==> config.mk <==
export PLATFORM = sky130hd
export DESIGN_NAME = dec_onehot2bin
export DESIGN_NICKNAME = d
export VERILOG_FILES = /design/src/rtl/dec_onehot_pkg.sv /design/src/rtl/oh_prio_enc.sv /design/src/rtl/dec_onehot2bin.sv
export SDC_FILE = /design/constraint.sdc
export NUM_CORES = 1
export LEC_CHECK = 0
export CORE_MARGIN = 2
export CORE_UTILIZATION = 43
export DETAILED_ROUTE_END_ITERATION = 10
export GPL_TIMING_DRIVEN = 0
export HOLD_SLACK_MARGIN = 0.15
export PLACE_DENSITY = 0.78
export SYNTH_ARGS = -nofsm -noshare
export SYNTH_HDL_FRONTEND = slang
export SYNTH_SLANG_ARGS = --single-unit
==> constraint.sdc <==
create_clock -name clk -period 3 [get_ports clk]
set_clock_uncertainty 0.05 [all_clocks]
set_input_delay 0.6 -clock clk [delete_from_list [all_inputs] [get_ports clk]]
set_output_delay 0.6 -clock clk [all_outputs]
set_load 0.01 [all_outputs]
### Sequential cells grouped by signal name, run 1

Scale bar: 20 µm.
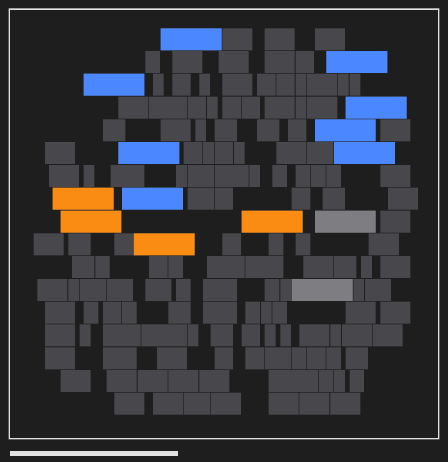
Key: orange = `out` [flops 4]; blue = `err_cnt` [flops 8]
Another 2 sequential cells are not coloured.
register fraction of the total cell area: 0.206
Sequential cell area: 280 µm²

### Placement by cell class, run 1

Scale bar: 20 µm.
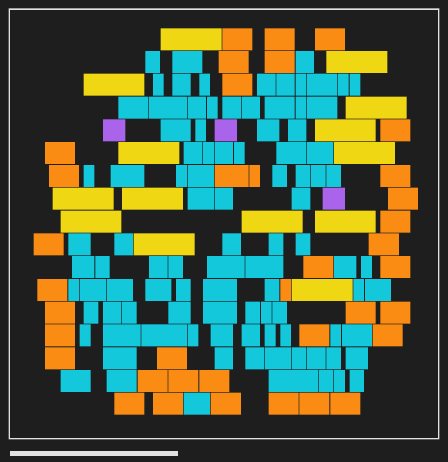
Key: purple = cells driving clock nets [cells 3, share of their area 1.7%]; cyan = all other logic [cells 97, share of their area 50%]; orange = other buffers and delay cells [cells 37, share of their area 27%]; yellow = flip-flops [cells 14, share of their area 21%]
area of all placed cells without fillers: 1360 µm²
core footprint: 2150 µm²
row cnt: 17

### Gate families picked out, run 1

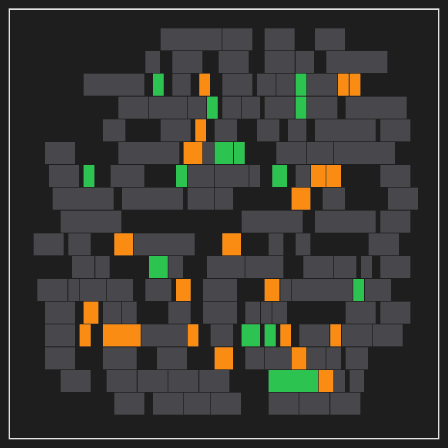
Key: orange = NOR gates [cells 21]; green = NAND gates [cells 14]
multi-input combinational area share: 0.473
non-filler cells, final: 179
top logic cell by instance count in the layout: sky130_fd_sc_hd__clkdlybuf4s50_1

==> impl_metrics.csv, run 1 <==
group,metric,value,unit
layout,area_grow_syn2layout,42.4,%
setup_path,setup.worst_path.start_class,"input port",
global_routing,grt_pass1_wl,4000,µm
sta,drv_slew,0,
setup_path,crit_path_max_fanout,8,
setup_path,cpPeakStageDelay,530,ps
cts,worst_setup_hold_path_clk_slew,70,ps
min_path,timing.hold.worst.class,"reg2reg",
min_path,whs_path_depth,2,
yosys,ys_area,953,µm²
setup_path,critPathArrivalTime,2920,ps
yosys,yosys.stat.seqShare,0.294,
setup_path,reg2reg_depth,6,
setup_path,path_delay_family,"AND-OR/OR-AND gates",
drt,wire_per_inst,12.9,µm
cts,clock-sinks,14,
outcome,run_status,"finished, final reports clean",
floorplan,pin_count,35,
cts,post_cts_resized,0,
flow_run,warnings,26,
sta,maxSlewHeadroom,0.672,
yosys,ys_ff,14,
sta,tightestPinTransition,488,ps
drt,dr_total_vias,1047,
yosys,synth_area,953,µm²
yosys,mapped_nets,135,
cts,clock.latency.late_pin,270,ps
yosys,synth_largest_type_area_fraction,0.294,
flow_run,maxCapViolCount,0,
drt,detail_route.first_pass.iterations,4,
power,irDropWorstVdd,0.231,mV
layout,largest_register_ffs,8,
setup_path,regToRegSetupSlack,1150,ps
yosys,top_cells_by_count,"sky130_fd_sc_hd__dfxtp_1, sky130_fd_sc_hd__a21oi_1, sky130_fd_sc_hd__nand2_1, sky130_fd_sc_hd__nor2_1, sky130_fd_sc_hd__nor3_1",
yosys,post-synth-top-count-cell,"sky130_fd_sc_hd__dfxtp_1",
yosys,count_of_library_flops_with_an_enable_pin,0,
sta,final_tally_of_setup_violations,0,
cts,cts_tree,"done",
yosys,synth_top_flop_cell,"sky130_fd_sc_hd__dfxtp_1",
sta,final.setup.worst_slack,251,ps
cts,cts_buffers,3,
sta,max_clock_freq,0.364,GHz
yosys,avgSynthCellArea,8.36,µm²
drt,wirelength,2310,µm
sta,final.period_utilization,0.916,
cts,cts_root_buffer,"sky130_fd_sc_hd__clkbuf_4",
cts,cts-hold-fix-buffers,0,
setup_path,required_time_of_the_critical_path,3170,ps
sta,grt_setup_unrepaired,"false",
yosys,synthArstFlopShare,0,
global_routing,grt_max_degree,11,
global_routing,grt_antenna_before_repair,0,
yosys,yosys.cell_types.count,43,
global_routing,globalRouteTotalUtil,0.195,
layout,drive_gt1_frac,0.119,
global_routing,number_of_global_route_vias_before_repair,921,
drt,detail-route-antenna-nets,0,
power,p_leak,0.000538,µW
placement,number_of_buffers_added_on_ports,34,
yosys,postSynthCellCount,114,
yosys,yosysTopAreaCell,"sky130_fd_sc_hd__dfxtp_1",
yosys,synth-cells-yosys,114,
floorplan,fp-utilization,0.444,
placement,half_perimeter_wire_length_after_placement,1820,µm
sta,period_needed,2750,ps
drt,drc,0,
sta,hold-worst-slack,428,ps
placement,pre_cts_ws,-107,ps
floorplan,floorplan.die.height,51.1,µm
setup_path,critPathCaptureType,"flip-flop",
cts,cts_setup_buffers,0,
drt,number_of_design_rule_violations_left_by_the_first_detailed_router_iteration,33,
setup_path,criticalPathCategory,"in2reg",
yosys,ys.warnings.count,0,
sta,final-hold-violation-count,0,
drt,post_drt_via_cell_ratio,5.85,
floorplan,floorplan.die_area,2610,µm²
yosys,netlist_top_cells_area,"sky130_fd_sc_hd__dfxtp_1, sky130_fd_sc_hd__a41o_1, sky130_fd_sc_hd__a21oi_1",
setup_path,timing.critical_path.cells,"clkdlybuf4s50_1, nor4_1, a2bb2oi_1, a2111oi_2, a31oi_2, a211o_1, a21boi_2",
cts,cts.htree.levels,1,
setup_path,critical_path_cell_count,7,
layout,diode_insertion_count_for_antenna_repair,0,
global_routing,globalRoute.totalOverflow,0,
placement,gp_congestion,0.804,
layout,fin_util,0.632,
[run 1: stage by stage]
step | std cells | setup TNS, ps | cell area, µm²
after floorplan | 114 | 0 | 953
after global placement | 176 | 0 | 1330
after detailed placement | 176 | -704 | 1330
after CTS | 179 | 0 | 1350
after global routing | 179 | 0 | 1360
final | 179 | 0 | 1360
[run 1: power by group]
part	total (µW)	leakage [µW]	internal, µW	switching (µW)
combinational	97.1	0.000411	51.5	45.6
sequential	194	0.000114	190	3.22
clock	100	0.0000138	46.5	53.7
[run 1: logic make-up (layout without fill, tap and decap cells)]
| kind of cell | count (synthesis) | after routing | synth area share |
|---|---|---|---|
| simple gates | 48 | 48 | 0.289 |
| fa+ha+maj | 4 | 4 | 0.0459 |
| compound gates | 40 | 40 | 0.332 |
| buf+inv | 8 | 45 | 0.0394 |
| flops | 14 | 14 | 0.294 |
[run 1: cell usage in the layout (no fill, tap or decap), drive strengths merged, types with 2 or more instances in the layout]
master         Yosys  routed
o21ai              2       2
nand2b             2       2
or2                2       2
inv                5       5
and3               6       6
nor2b              4       4
or4                2       2
a21boi             4       4
nor3               7       7
nand2              9       9
a2111oi            3       3
clkdlybuf4s50      0      34
a21oi              9       9
clkbuf             2       5
nor2               8       8
a31oi              6       6
maj3               3       3
nor4               2       2
dfxtp             14      14
and4b              2       2
a41o               5       5
[run 1: per-layer routing]
metal / vias up / global-route usage / part of all wire
met5: - / 0 / 0
met4: 0 / 0.0270 / 0.0022
met3: 2 / 0.0556 / 0.063
met2: 31 / 0.303 / 0.46
met1: 485 / 0.272 / 0.47
li1: 529 / - / -
[run 1: area by class of cell]
class                   count  area (µm²)
repair buffers             34         340
clock buffers               3        22.5
fillers                   208         791
multi-input cells          92         642
well taps                  28        35.0
inverters                   5        18.8
plain buffers               3        18.8
flip-flops and latches     14         280
--- run 2 (diff from run 1) ---
--- a/config.mk
+++ b/config.mk
@@ -5,12 +5,13 @@
 export SDC_FILE = /design/constraint.sdc
 export NUM_CORES = 1
 export LEC_CHECK = 0
+export CAP_MARGIN = 0
 export CORE_MARGIN = 2
-export CORE_UTILIZATION = 43
+export CORE_UTILIZATION = 41
 export DETAILED_ROUTE_END_ITERATION = 10
 export GPL_TIMING_DRIVEN = 0
 export HOLD_SLACK_MARGIN = 0.15
-export PLACE_DENSITY = 0.78
+export PLACE_DENSITY = 0.75
 export SYNTH_ARGS = -nofsm -noshare
 export SYNTH_HDL_FRONTEND = slang
 export SYNTH_SLANG_ARGS = --single-unit
### Gate families picked out, run 2

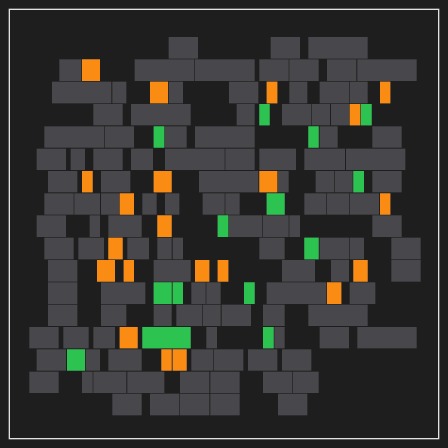
Key: orange = NOR gates [cells 21]; green = NAND gates [cells 14]
multi-input combinational area share: 0.466
non-filler cells, final: 180

==> run 2 against run 1 <==
  * Hold slack better by 0.81 ps
  * Sequential share of layout area decreased by 0.11 points
  * Flip-flop count unchanged
  * Sequential power hardly changed
  * Count of clock-buffer cells in the layout increased by 1
  * Routed wire length up 3.7%
  * Critical path depth is the same
  * Largest cell class unchanged
  * Highest routed layer unchanged
==> impl_metrics.csv, run 2 <==
group,metric,value,unit
placement,half_perimeter_wire_length_after_placement,1900,µm
setup_path,cpPeakStageDelay,610,ps
cts,worst_setup_hold_path_clk_slew,80,ps
power,pwr_density_cell,310,nW/µm²
drt,detail_route.first_pass.iterations,4,
global_routing,grt_pass1_wl,4080,µm
yosys,count_of_library_flops_with_an_enable_pin,0,
flow_run,maxCapViolCount,0,
setup_path,reg2reg_depth,6,
yosys,synth-simple-area-share,0.289,
layout,drive_gt1_frac,0.118,
cts,clock-sinks,14,
setup_path,criticalPathCategory,"in2reg",
layout,filler_cell_count,207,
sta,tightestPinTransition,491,ps
setup_path,required_time_of_the_critical_path,3160,ps
yosys,synth.cellmix.adderShare,0.0459,
floorplan,pin_count,35,
sta,drv_slew,0,
yosys,synth-cells-yosys,114,
layout,most_used_cells_in_the_layout_excluding_fill_and_tap_cells,"sky130_fd_sc_hd__clkdlybuf4s50_1, sky130_fd_sc_hd__dfxtp_1, sky130_fd_sc_hd__nand2_1, sky130_fd_sc_hd__a21oi_1, sky130_fd_sc_hd__nor2_1",
yosys,top_cells_by_count,"sky130_fd_sc_hd__dfxtp_1, sky130_fd_sc_hd__a21oi_1, sky130_fd_sc_hd__nand2_1, sky130_fd_sc_hd__nor2_1, sky130_fd_sc_hd__nor3_1",
yosys,synth_area,953,µm²
sta,maxSlewHeadroom,0.670,
setup_path,crit_path_max_fanout,8,
placement,number_of_buffers_added_on_ports,34,
yosys,post-synth-top-count-cell,"sky130_fd_sc_hd__dfxtp_1",
setup_path,setup.worst_path.start_class,"input port",
placement,pre_cts_ws,-83.7,ps
cts,cts-hold-fix-buffers,0,
floorplan,fp-utilization,0.431,
yosys,yosys.stat.seqShare,0.294,
floorplan,fp.coreArea,2210,µm²
cts,cts_buffers,3,
setup_path,timing.critical_path.cells,"clkdlybuf4s50_1, or4_4, maj3_2, o31ai_2, a31oi_2, a211o_1, a21boi_2",
setup_path,regToRegSetupSlack,1180,ps
cts,post_cts_resized,0,
yosys,synth_top_flop_cell,"sky130_fd_sc_hd__dfxtp_1",
floorplan,row_count,17,
sta,final.setup.worst_slack,212,ps
global_routing,globalRoute.totalOverflow,0,
yosys,postSynthCellCount,114,
sta,final-hold-violation-count,0,
cts,cts_root_buffer,"sky130_fd_sc_hd__clkbuf_4",
layout,largest_register_ffs,8,
cts,clock.latency.late_pin,280,ps
yosys,ys_ff,14,
drt,drc,0,
global_routing,number_of_global_route_vias_before_repair,937,
yosys,mapped_nets,135,
setup_path,timing.critical_path.buf_inv,1,
power,p_leak,0.000545,µW
placement,gp_congestion,0.827,
setup_path,critical_path_cell_count,7,
yosys,synth_largest_type_area_fraction,0.294,
yosys,synthAoiAreaFrac,0.332,
yosys,synthArstFlopShare,0,
drt,detail-route-antenna-nets,0,
yosys,netlist_top_cells_area,"sky130_fd_sc_hd__dfxtp_1, sky130_fd_sc_hd__a41o_1, sky130_fd_sc_hd__a21oi_1",
setup_path,path_delay_family,"AND-OR/OR-AND gates",
min_path,timing.hold.worst.class,"reg2reg",
cts,cts.htree.levels,1,
flow_run,warnings,26,
yosys,yosysTopAreaCell,"sky130_fd_sc_hd__dfxtp_1",
yosys,ys_area,953,µm²
sta,final_tally_of_setup_violations,0,
yosys,yosys.cell_types.count,43,
sta,grt_setup_unrepaired,"false",
yosys,xor_area_frac,0,
sta,period_needed,2790,ps
global_routing,grt_max_degree,11,
layout,diode_insertion_count_for_antenna_repair,0,
cts,ctsLongestPathBuffers,2,
floorplan,floorplan.die.height,52.2,µm
global_routing,grt_antenna_before_repair,0,
layout,final_nets,174,
drt,post_drt_via_cell_ratio,5.81,
power,p_total,424,µW
floorplan,floorplan.die_area,2730,µm²
setup_path,critPathSlowestCell,"sky130_fd_sc_hd__or4_4",
min_path,whs_path_depth,2,
layout,layout.cells.most_common,"sky130_fd_sc_hd__clkdlybuf4s50_1",
drt,number_of_design_rule_violations_left_by_the_first_detailed_router_iteration,13,
cts,cts_tree,"done",
setup_path,critPathArrivalTime,2950,ps
yosys,avgSynthCellArea,8.36,µm²
floorplan,chipWidth,52.2,µm
outcome,run_status,"finished, final reports clean",
layout,area_grow_syn2layout,43.2,%
yosys,ys.warnings.count,0,
cts,cts_setup_buffers,0,
power,irDropWorstVdd,0.245,mV
yosys,top_logic_kind,"AND-OR/OR-AND gates",
yosys,synth.area.mux_share,0,
sta,max_clock_freq,0.359,GHz
sta,final.period_utilization,0.929,
setup_path,critPathCaptureType,"flip-flop",
### Wiring by layer, run 2

Scale bar: 20 µm. Two of the layers only.
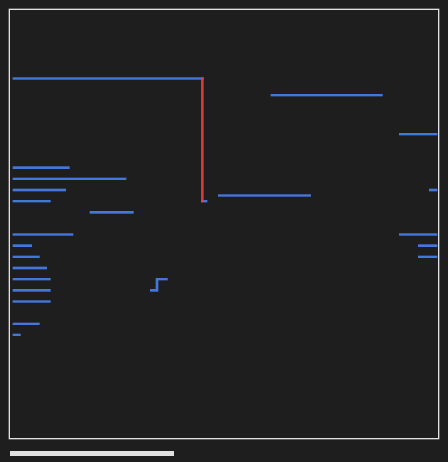
Key: blue = met3 [wire length 133 µm]; red = met4 [wire length 15.0 µm]
via count: 1046
Total Wirelength: 2400 µm
GRT Total Usage: 0.200
average wire per cell in the routed design: 13.3 µm

==> run 2: cell counts after synthesis <==
Identical to the previous run, type by type.
==> run 2: kinds of logic (layout without fill, tap and decap cells) <==
logic type,Yosys count,after routing
adders and majority gates,4,4
DFF,14,14
buffers and inverters,8,46
and+or+nand+nor,48,48
AOI/OAI and AO/OA,40,40
==> run 2: tightest hold or removal path: stages, from the launching register on <==
cell                       delay, ps
sky130_fd_sc_hd__dfxtp_1         320
sky130_fd_sc_hd__nand2_1          50
sky130_fd_sc_hd__a21boi_0         70
==> run 2: report_power, final <==
group          switching, µW  leakage [µW]  internal (µW)
clock                   59.0     0.0000210           73.7
combinational           46.0      0.000410           51.4
sequential              3.10      0.000114            190
total                    108      0.000545            316
==> run 2: layout make-up <==
type                    count  area [µm²]  share of cell area
multi-input cells          92         636               0.466
flip-flops and latches     14         280               0.205
inverters                   5        18.8              0.0137
plain buffers               3        18.8              0.0137
repair buffers             34         340               0.249
well taps                  28        35.0              0.0257
clock buffers               4        36.3              0.0266
==> run 2: metrics by stage <==
stage,util,cell area (µm²),cells,hold slack [ps],setup TNS [ps]
floorplan,-,953,114,435,0
global placement,0.601,1330,176,414,-426
detailed placement,0.601,1330,176,418,-542
CTS,0.617,1370,180,433,0
global route,0.617,1370,180,469,0
finish,0.617,1370,180,429,0
==> run 2: metal layers <==
layer	routed length [µm]	track usage
met5	0	0
met4	14	0.0385
met3	133	0.0629
met2	1230	0.361
met1	1020	0.231
No activity file was given, so power comes from the tool's default toggle rates.
